Run 1, met2 routing:
Drawn at 3 px/um.
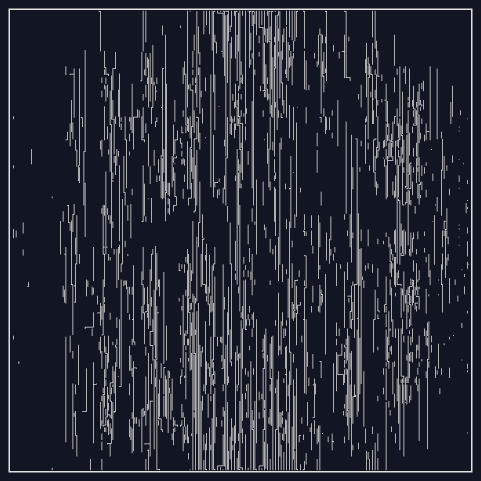
Run 1, port wiring:
Drawn at 2 px/um.
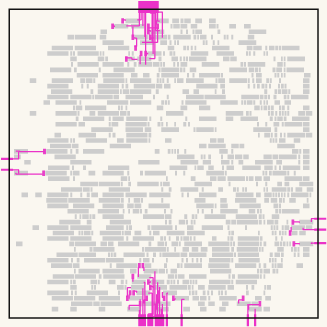
Run 1, ports around the boundary:
Drawn at 3 px/um. Pins as bars across the die edge, other pins in gray.
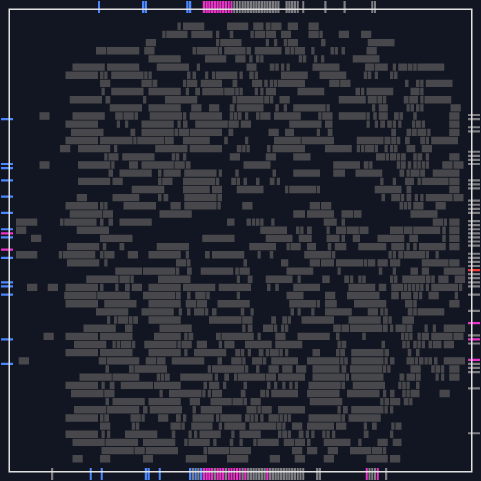
--- config.mk ---
export PLATFORM = sky130hd
export DESIGN_NAME = noc_net_iface_flat
export DESIGN_NICKNAME = d
export VERILOG_FILES = /design/src/rtl/noc_net_iface_pkg.sv /design/src/rtl/noc_net_iface_if.sv /design/src/rtl/noc_net_iface_fifo.sv /design/src/rtl/noc_net_iface.sv /design/src/flat_wrapper.sv
export SDC_FILE = /design/constraint.sdc
export NUM_CORES = 1
export LEC_CHECK = 0
export ABC_AREA = 1
export CORE_MARGIN = 1.5
export CORE_UTILIZATION = 35
export CTS_CLUSTER_DIAMETER = 100
export DETAILED_ROUTE_END_ITERATION = 8
export PLACE_DENSITY_LB_ADDON = 0.3
export SLEW_MARGIN = 20
export SYNTH_ARGS = -nofsm -noshare
export SYNTH_HDL_FRONTEND = slang
export SYNTH_SLANG_ARGS = --single-unit
--- constraint.sdc ---
create_clock -name clk -period 4.8 [get_ports clk]
set_clock_uncertainty 0.2 [all_clocks]
set_input_delay 0.96 -clock clk [delete_from_list [all_inputs] [get_ports clk]]
set_output_delay 0.96 -clock clk [all_outputs]
set_load 0.1 [all_outputs]
--- src/rtl/noc_net_iface_pkg.sv ---
// Shared constants and state types for the PE-side NoC network interface.
// The flit layout constants must agree with the router's definitions.
package noc_net_iface_pkg;

  localparam int NOC_DATA_WIDTH   = 32;
  localparam int NOC_DEST_W       = 5;
  localparam int NOC_FIFO_DEPTH   = 4;
  localparam int FLIT_DEST_LSB    = 0;
  localparam int FLIT_DEST_MSB    = NOC_DEST_W - 1;
  localparam int FLIT_PAYLOAD_LSB = NOC_DEST_W;

  typedef enum logic {
    RX_EMPTY = 1'b0,
    RX_FULL  = 1'b1
  } rx_state_e;

  typedef enum logic {
    PRIO_NET  = 1'b0,
    PRIO_LOOP = 1'b1
  } prio_e;

endpackage

--- src/rtl/noc_net_iface_if.sv ---
// Handshake bundle between the network interface, its PE and its router port.
// slave = the interface block itself, master = the PE/router side driving it.
interface noc_net_iface_if
  import noc_net_iface_pkg::*;
#(
  parameter int DATA_WIDTH = NOC_DATA_WIDTH,
  parameter int DEST_W     = NOC_DEST_W
);
  localparam int PAY_W = DATA_WIDTH - DEST_W;

  logic [PAY_W-1:0]      pe_tx_payload;
  logic [DEST_W-1:0]     pe_tx_dest;
  logic                  pe_tx_valid;
  logic                  pe_tx_ready;
  logic [DATA_WIDTH-1:0] flit_out;
  logic                  flit_out_valid;
  logic                  flit_out_ready;
  logic [DATA_WIDTH-1:0] flit_in;
  logic                  flit_in_valid;
  logic                  flit_in_ready;
  logic [PAY_W-1:0]      pe_rx_payload;
  logic                  pe_rx_valid;
  logic                  pe_rx_ready;

  modport slave (
    input  pe_tx_payload, pe_tx_dest, pe_tx_valid, flit_out_ready,
           flit_in, flit_in_valid, pe_rx_ready,
    output pe_tx_ready, flit_out, flit_out_valid, flit_in_ready,
           pe_rx_payload, pe_rx_valid
  );

  modport master (
    output pe_tx_payload, pe_tx_dest, pe_tx_valid, flit_out_ready,
           flit_in, flit_in_valid, pe_rx_ready,
    input  pe_tx_ready, flit_out, flit_out_valid, flit_in_ready,
           pe_rx_payload, pe_rx_valid
  );

endinterface

--- src/rtl/noc_net_iface_fifo.sv ---
// Synchronous FIFO for the egress flit buffer; the head entry is always visible
// on rdata straight from the storage flops, so it is stable while not popped.
module noc_net_iface_fifo #(
  parameter int WIDTH = 32,
  parameter int DEPTH = 4,
  localparam int AW   = $clog2(DEPTH),
  localparam int LW   = AW + 1
) (
  input  logic             clk,
  input  logic             rst_n,
  input  logic             push,
  input  logic [WIDTH-1:0] wdata,
  input  logic             pop,
  output logic [WIDTH-1:0] rdata,
  output logic             full,
  output logic             empty,
  output logic [LW-1:0]    level
);

  logic [WIDTH-1:0] mem [DEPTH];
  logic [AW-1:0]    wr_ptr;
  logic [AW-1:0]    rd_ptr;
  logic             do_push;
  logic             do_pop;

  assign full    = (level == LW'(DEPTH));
  assign empty   = (level == '0);
  assign do_push = push && !full;
  assign do_pop  = pop && !empty;
  assign rdata   = mem[rd_ptr];

  always_ff @(posedge clk) begin
    if (do_push) mem[wr_ptr] <= wdata;
  end

  always_ff @(posedge clk or negedge rst_n) begin
    if (!rst_n) begin
      wr_ptr <= '0;
      rd_ptr <= '0;
      level  <= '0;
    end else begin
      if (do_push) wr_ptr <= wr_ptr + 1'b1;
      if (do_pop)  rd_ptr <= rd_ptr + 1'b1;
      level <= level + LW'(do_push) - LW'(do_pop);
    end
  end

endmodule

--- src/rtl/noc_net_iface.sv ---
// PE-side network interface: egress flit buffer, ingress header strip, local loopback.
//   state    | meaning
//   RX_EMPTY | no payload held for the PE
//   RX_FULL  | pe_rx_payload holds a payload waiting for pe_rx_ready
module noc_net_iface
  import noc_net_iface_pkg::*;
#(
  parameter int DATA_WIDTH = NOC_DATA_WIDTH,
  parameter int DEST_W     = NOC_DEST_W,
  parameter int FIFO_DEPTH = NOC_FIFO_DEPTH,
  localparam int PAY_W     = DATA_WIDTH - DEST_W,
  localparam int LVL_W     = $clog2(FIFO_DEPTH) + 1
) (
  input  logic               clk,
  input  logic               rst_n,
  input  logic [DEST_W-1:0]  node_id,
  noc_net_iface_if.slave     bus,
  output logic [LVL_W-1:0]   tx_level,
  output logic [15:0]        stall_cnt,
  output logic               err_misroute
);

  logic [DATA_WIDTH-1:0] head;
  logic                  fifo_full;
  logic                  fifo_empty;
  logic                  push;
  logic                  pop;
  logic                  head_local;
  logic                  out_valid;
  logic                  loop_req;
  logic                  loop_grant;
  logic                  slot_can_load;
  logic                  in_ready;
  logic                  net_accept;
  logic                  net_misroute;
  logic                  net_deliver;
  logic                  load;
  logic                  contended;
  rx_state_e             rx_state;
  rx_state_e             rx_next;
  prio_e                 prio;
  logic [PAY_W-1:0]      rx_payload;

  assign push = bus.pe_tx_valid && !fifo_full;

  noc_net_iface_fifo #(
    .WIDTH (DATA_WIDTH),
    .DEPTH (FIFO_DEPTH)
  ) u_tx_fifo (
    .clk   (clk),
    .rst_n (rst_n),
    .push  (push),
    .wdata ({bus.pe_tx_payload, bus.pe_tx_dest}),
    .pop   (pop),
    .rdata (head),
    .full  (fifo_full),
    .empty (fifo_empty),
    .level (tx_level)
  );

  // A self-addressed head never goes to the router; it competes for the RX slot instead.
  assign head_local = (head[DEST_W-1:0] == node_id);
  assign out_valid  = !fifo_empty && !head_local;
  assign loop_req   = !fifo_empty && head_local;
  assign pop        = (out_valid && bus.flit_out_ready) || loop_grant;

  assign bus.pe_tx_ready    = !fifo_full;
  assign bus.flit_out_valid = out_valid;
  assign bus.flit_out       = out_valid ? head : '0;
  assign bus.flit_in_ready  = in_ready;
  assign bus.pe_rx_valid    = (rx_state == RX_FULL);
  assign bus.pe_rx_payload  = rx_payload;

  always_comb begin
    rx_next       = rx_state;
    slot_can_load = (rx_state == RX_EMPTY) || bus.pe_rx_ready;
    loop_grant    = slot_can_load && loop_req &&
                    (!bus.flit_in_valid || (prio == PRIO_LOOP));
    in_ready      = slot_can_load && !loop_grant;
    net_accept    = bus.flit_in_valid && in_ready;
    net_misroute  = (bus.flit_in[DEST_W-1:0] != node_id);
    net_deliver   = net_accept && !net_misroute;
    load          = loop_grant || net_deliver;
    // Misrouted flits are swallowed and do not advance the alternation.
    contended     = load && loop_req && bus.flit_in_valid;
    case (rx_state)
      RX_EMPTY: if (load) rx_next = RX_FULL;
      RX_FULL:  if (bus.pe_rx_ready && !load) rx_next = RX_EMPTY;
      default:  rx_next = RX_EMPTY;
    endcase
  end

  always_ff @(posedge clk or negedge rst_n) begin
    if (!rst_n) rx_state <= RX_EMPTY;
    else        rx_state <= rx_next;
  end

  always_ff @(posedge clk or negedge rst_n) begin
    if (!rst_n) begin
      rx_payload   <= '0;
      prio         <= PRIO_NET;
      stall_cnt    <= '0;
      err_misroute <= 1'b0;
    end else begin
      if (loop_grant)       rx_payload <= head[DATA_WIDTH-1:DEST_W];
      else if (net_deliver) rx_payload <= bus.flit_in[DATA_WIDTH-1:DEST_W];
      if (contended) prio <= (prio == PRIO_NET) ? PRIO_LOOP : PRIO_NET;
      if (out_valid && !bus.flit_out_ready && (stall_cnt != 16'hFFFF))
        stall_cnt <= stall_cnt + 16'd1;
      if (net_accept && net_misroute) err_misroute <= 1'b1;
    end
  end

endmodule

--- src/flat_wrapper.sv ---
// flat-port wrapper written by rule: the top's interface ports become plain ports
module noc_net_iface_flat import noc_net_iface_pkg::*;
#(
  parameter int DATA_WIDTH = NOC_DATA_WIDTH,
  parameter int DEST_W     = NOC_DEST_W,
  parameter int FIFO_DEPTH = NOC_FIFO_DEPTH,
  localparam int PAY_W     = DATA_WIDTH - DEST_W,
  localparam int LVL_W     = $clog2(FIFO_DEPTH) + 1
)
  (clk, rst_n, node_id, tx_level, stall_cnt, err_misroute, bus_pe_tx_payload, bus_pe_tx_dest, bus_pe_tx_valid, bus_flit_out_ready, bus_flit_in, bus_flit_in_valid, bus_pe_rx_ready, bus_pe_tx_ready, bus_flit_out, bus_flit_out_valid, bus_flit_in_ready, bus_pe_rx_payload, bus_pe_rx_valid);
  noc_net_iface_if #(.DATA_WIDTH(DATA_WIDTH), .DEST_W(DEST_W)) bus_i ();
  input  logic clk;
  input  logic rst_n;
  input  logic [DEST_W-1:0] node_id;
  output logic [LVL_W-1:0] tx_level;
  output logic [15:0] stall_cnt;
  output logic err_misroute;
  input wire logic [$bits(bus_i.pe_tx_payload)-1:0] bus_pe_tx_payload;
  input wire logic [$bits(bus_i.pe_tx_dest)-1:0] bus_pe_tx_dest;
  input wire logic [$bits(bus_i.pe_tx_valid)-1:0] bus_pe_tx_valid;
  input wire logic [$bits(bus_i.flit_out_ready)-1:0] bus_flit_out_ready;
  input wire logic [$bits(bus_i.flit_in)-1:0] bus_flit_in;
  input wire logic [$bits(bus_i.flit_in_valid)-1:0] bus_flit_in_valid;
  input wire logic [$bits(bus_i.pe_rx_ready)-1:0] bus_pe_rx_ready;
  output wire logic [$bits(bus_i.pe_tx_ready)-1:0] bus_pe_tx_ready;
  output wire logic [$bits(bus_i.flit_out)-1:0] bus_flit_out;
  output wire logic [$bits(bus_i.flit_out_valid)-1:0] bus_flit_out_valid;
  output wire logic [$bits(bus_i.flit_in_ready)-1:0] bus_flit_in_ready;
  output wire logic [$bits(bus_i.pe_rx_payload)-1:0] bus_pe_rx_payload;
  output wire logic [$bits(bus_i.pe_rx_valid)-1:0] bus_pe_rx_valid;
  assign bus_i.pe_tx_payload = bus_pe_tx_payload;
  assign bus_i.pe_tx_dest = bus_pe_tx_dest;
  assign bus_i.pe_tx_valid = bus_pe_tx_valid;
  assign bus_i.flit_out_ready = bus_flit_out_ready;
  assign bus_i.flit_in = bus_flit_in;
  assign bus_i.flit_in_valid = bus_flit_in_valid;
  assign bus_i.pe_rx_ready = bus_pe_rx_ready;
  assign bus_pe_tx_ready = bus_i.pe_tx_ready;
  assign bus_flit_out = bus_i.flit_out;
  assign bus_flit_out_valid = bus_i.flit_out_valid;
  assign bus_flit_in_ready = bus_i.flit_in_ready;
  assign bus_pe_rx_payload = bus_i.pe_rx_payload;
  assign bus_pe_rx_valid = bus_i.pe_rx_valid;
  noc_net_iface #(.DATA_WIDTH(DATA_WIDTH), .DEST_W(DEST_W), .FIFO_DEPTH(FIFO_DEPTH)) u_core (.clk(clk), .rst_n(rst_n), .node_id(node_id), .bus(bus_i), .tx_level(tx_level), .stall_cnt(stall_cnt), .err_misroute(err_misroute));
endmodule
==> flow_metrics.env, run 1 <==
# flow metrics
export IMPL_synth_area_per_cell_um2=10.5
export IMPL_htree_num_levels=4
export IMPL_multiInputCombCellCount=500
export IMPL_critPathMaxFanout=13
export IMPL_n_fill_cell=1997
export IMPL_buf_share=0.186
export IMPL_regArea_mm2=0.00517
export IMPL_postCtsSetupRepairBufs=0
export IMPL_gp_congestion=0.851
export IMPL_combGateArea_mm2=0.00246
export IMPL_hold_viol=0
export IMPL_grt_pass1_vias=5366
export IMPL_lay_top_cells="280 x nand2_1, 128 x edfxtp_1, 122 x clkdlybuf4s50_1, 52 x dfrtp_1, 48 x nor2_1"
export IMPL_use_met3=0.0369
export IMPL_synth_cell_type_count=28
export IMPL_r2r_slack_ns=1.50
export IMPL_largest_register_ffs=128
export IMPL_mux_share=0
export IMPL_worstRegToRegCells=16
export IMPL_fp_util=0.361
export IMPL_enable_flop_cells=128
export IMPL_yosys_area_share_simple=0.190
export IMPL_yosys_area_share_adder=0.0135
export IMPL_tool_warnings=29
export IMPL_fin_ws_ns=0.936
export IMPL_drc=0
export IMPL_critPathBufInv=5
export IMPL_fin_cells=1203
export IMPL_maxCapViolCount=0
export IMPL_routed_wl_um=19600
export IMPL_worst_pin_slew_ns=1.05
export IMPL_seq_area_frac=0.482
export IMPL_yosysCellCount=755
export IMPL_cts_tree="done"
export IMPL_area_delta_synth_final_pct=34.9
export IMPL_netlist_area_leader_share=0.484
export IMPL_outcome="finished clean"
export IMPL_slowest_stage="clkdlybuf4s50_1"
export IMPL_mostFrequentLayoutCell="nand2_1"
export IMPL_holdCritStartpoint="u_core.err_misroute"
export IMPL_taps=280
export IMPL_clock_area_frac=0.0557
export IMPL_clk_pin_slew_ns=0.07
export IMPL_cp_depth=11
export IMPL_clock_sinks=181
export IMPL_synthCells=755
export IMPL_setup_violations=0
export IMPL_comb_share=0.229
export IMPL_grt_setup_unrepaired="no"
export IMPL_synthArstFlopShare=0.293
export IMPL_synth_warnings=0
export IMPL_vias=5699
export IMPL_port_buffers=157
export IMPL_diodes=1
export IMPL_hpwlAfterDp_um=13600
export IMPL_post_cts_resized=0
export IMPL_dominant_cell_class="registers"
export IMPL_seq_cells=181
export IMPL_top_cells_by_count="280 x nand2_1, 128 x edfxtp_1, 53 x dfrtp_1"
export IMPL_crit_required_ns=3.64
export IMPL_clkbuf_count=18
export IMPL_core_mm2=0.0220
export IMPL_io_pins=158
export IMPL_hold_end="u_core.err_misroute"
export IMPL_ctsHoldBuffers=0
export IMPL_grtUsageTotal=0.172
export IMPL_critPathCapture="bus_flit_out[25]"
export IMPL_drtPass1Iterations=4
export IMPL_clock_latency_ns=0.43
export IMPL_hold_path_class="reg -> reg"
export IMPL_ff_type="edfxtp_1"
export IMPL_cts_buffers=17
export IMPL_r2r_start="u_core.u_tx_fifo.rd_ptr[0]"
export IMPL_met3_wirelength_um=964
export IMPL_finalCoreUtilization=0.487
export IMPL_cp_arrival_ns=2.70
export IMPL_placed_area_mm2=0.0101
export IMPL_antenna_left=0
export IMPL_synth_area_mm2=0.00795
export IMPL_synth_area_top_cells="edfxtp_1 48%, dfrtp_1 17%, nand2_1 13%"
export IMPL_post_drt_wl_per_cell_um=16.3
## Picture notes: 'met2 routing'
- wire length on this layer: 9800 um
- nets with wire on the layer: 763
- longest straight run: 66.0 um

## Picture notes: 'port wiring'
- magenta: bus_flit_out (direction output; end cells 32; buffers 32; wire 539 um)

## Picture notes: 'ports around the boundary'
- red: bus_flit_in_ready (pins 1; direction output; edge east)
- magenta: bus_flit_out (pins 32; direction output; edge 16 south, 11 north, 3 east, 2 west)
- blue: bus_pe_tx_payload (pins 27; direction input; edge 14 west, 8 south, 5 north)
- all pins by edge: 56 south, 43 east, 43 north, 16 west

Run 1, routed metal, one color a layer:
Drawn at 2 px/um. Two of the layers only.
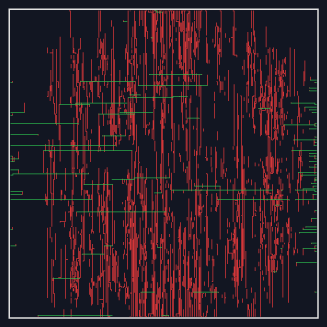

==> run 1 -> run 2 <==
Clock period 4.8 ns to 3.6 ns, I/O delays scaled along.
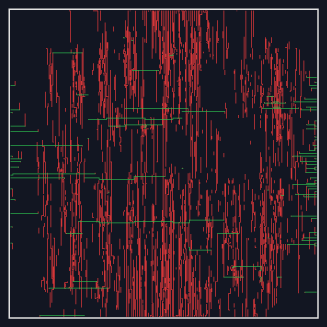
Run 2: routed metal, one color a layer
Drawn at 2 px/um. Two of the layers only.
- green: metal 3 (wire length 825 um)
- red: metal 2 (wire length 9810 um)

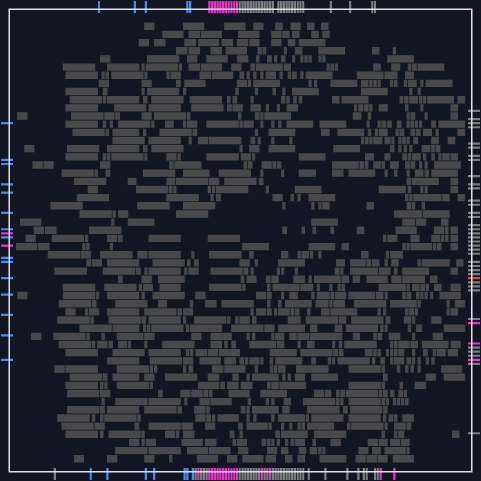
Run 2: ports around the boundary
Drawn at 3 px/um. Pins as bars across the die edge, other pins in gray.
- red: bus_flit_in_ready (pins 1; direction output; edge east)
- magenta: bus_flit_out (pins 32; direction output; edge 16 south, 11 north, 3 east, 2 west)
- blue: bus_pe_tx_payload (pins 27; direction input; edge 15 west, 7 south, 5 north)

==> run 2 against run 1 <==
Against the previous run:
- core utilization rose by 0.82 points
- synthesized cell count did not move
- sequential share of layout area fell by 0.76 points
- global-route usage fell by 0.32 points
- critical endpoint is now bus_flit_out[31]
==> flow_metrics.env, run 2 <==
# flow metrics
export IMPL_outcome="finished clean"
export IMPL_yosys_area_share_adder=0.0135
export IMPL_synth_area_top_cells="edfxtp_1 48%, dfrtp_1 17%, nand2_1 13%"
export IMPL_clk_pin_slew_ns=0.07
export IMPL_dieArea_mm2=0.0236
export IMPL_r2r_end="u_core.u_tx_fifo.level[2]"
export IMPL_synth_area_per_cell_um2=10.5
export IMPL_clock_area_frac=0.0513
export IMPL_top_logic_kind="simple AND/OR/NAND/NOR gates"
export IMPL_grt_pass1_vias=5579
export IMPL_cts_buffer_depth=2
export IMPL_clkbuf_count=17
export IMPL_maxCapViolCount=0
export IMPL_hold_path_class="in -> async"
export IMPL_synth_warnings=0
export IMPL_taps=280
export IMPL_use_met3=0.0414
export IMPL_diodes=2
export IMPL_lay_top_cells="280 x nand2_1, 128 x edfxtp_1, 73 x clkdlybuf4s50_1, 67 x buf_4, 49 x dfrtp_1"
export IMPL_ctsHoldBuffers=0
export IMPL_critPathMaxFanout=19
export IMPL_hpwlAfterDp_um=13700
export IMPL_antenna_left=0
export IMPL_clock_sinks=181
export IMPL_drtPass1Iterations=5
export IMPL_crit_required_ns=2.68
export IMPL_critPathCapture="bus_flit_out[31]"
export IMPL_port_buffers=157
export IMPL_post_drt_wl_per_cell_um=16.1
export IMPL_area_delta_synth_final_pct=37.2
export IMPL_htree_num_levels=4
export IMPL_cp_depth=14
export IMPL_tool_warnings=30
export IMPL_yosysCellCount=755
export IMPL_synth_cell_type_count=28
export IMPL_seq_area_frac=0.475
export IMPL_vias=5768
export IMPL_hold_viol=0
export IMPL_n_fill_cell=2012
export IMPL_seq_cells=181
export IMPL_buf_share=0.181
export IMPL_gp_congestion=0.852
export IMPL_slowest_stage="dfrtp_2"
export IMPL_worstRegToRegCells=18
export IMPL_top_cells_by_count="280 x nand2_1, 128 x edfxtp_1, 53 x dfrtp_1"
export IMPL_fin_cells=1211
export IMPL_placed_area_mm2=0.0103
export IMPL_grt_setup_unrepaired="no"
export IMPL_worst_pin_slew_ns=0.610
export IMPL_io_pins=158
export IMPL_largest_register_ffs=128
export IMPL_routed_wl_um=19500
export IMPL_synthCells=755
export IMPL_post_cts_resized=1
export IMPL_combGateArea_mm2=0.00269
export IMPL_core_mm2=0.0220
export IMPL_critPathBufInv=5
export IMPL_r2r_start="u_core.u_tx_fifo.rd_ptr[0]"
export IMPL_clock_latency_ns=0.43
export IMPL_fp_util=0.361
export IMPL_regArea_mm2=0.00517
export IMPL_netlist_area_leader_share=0.484
export IMPL_dieWidth_um=154
export IMPL_postCtsSetupRepairBufs=0
export IMPL_multiInputCombCellCount=500
export IMPL_ff_type="edfxtp_1"
export IMPL_drc=0
export IMPL_synthArstFlopShare=0.293
export IMPL_met3_wirelength_um=824
export IMPL_setup_violations=0
export IMPL_comb_share=0.247
export IMPL_fin_ws_ns=0.189
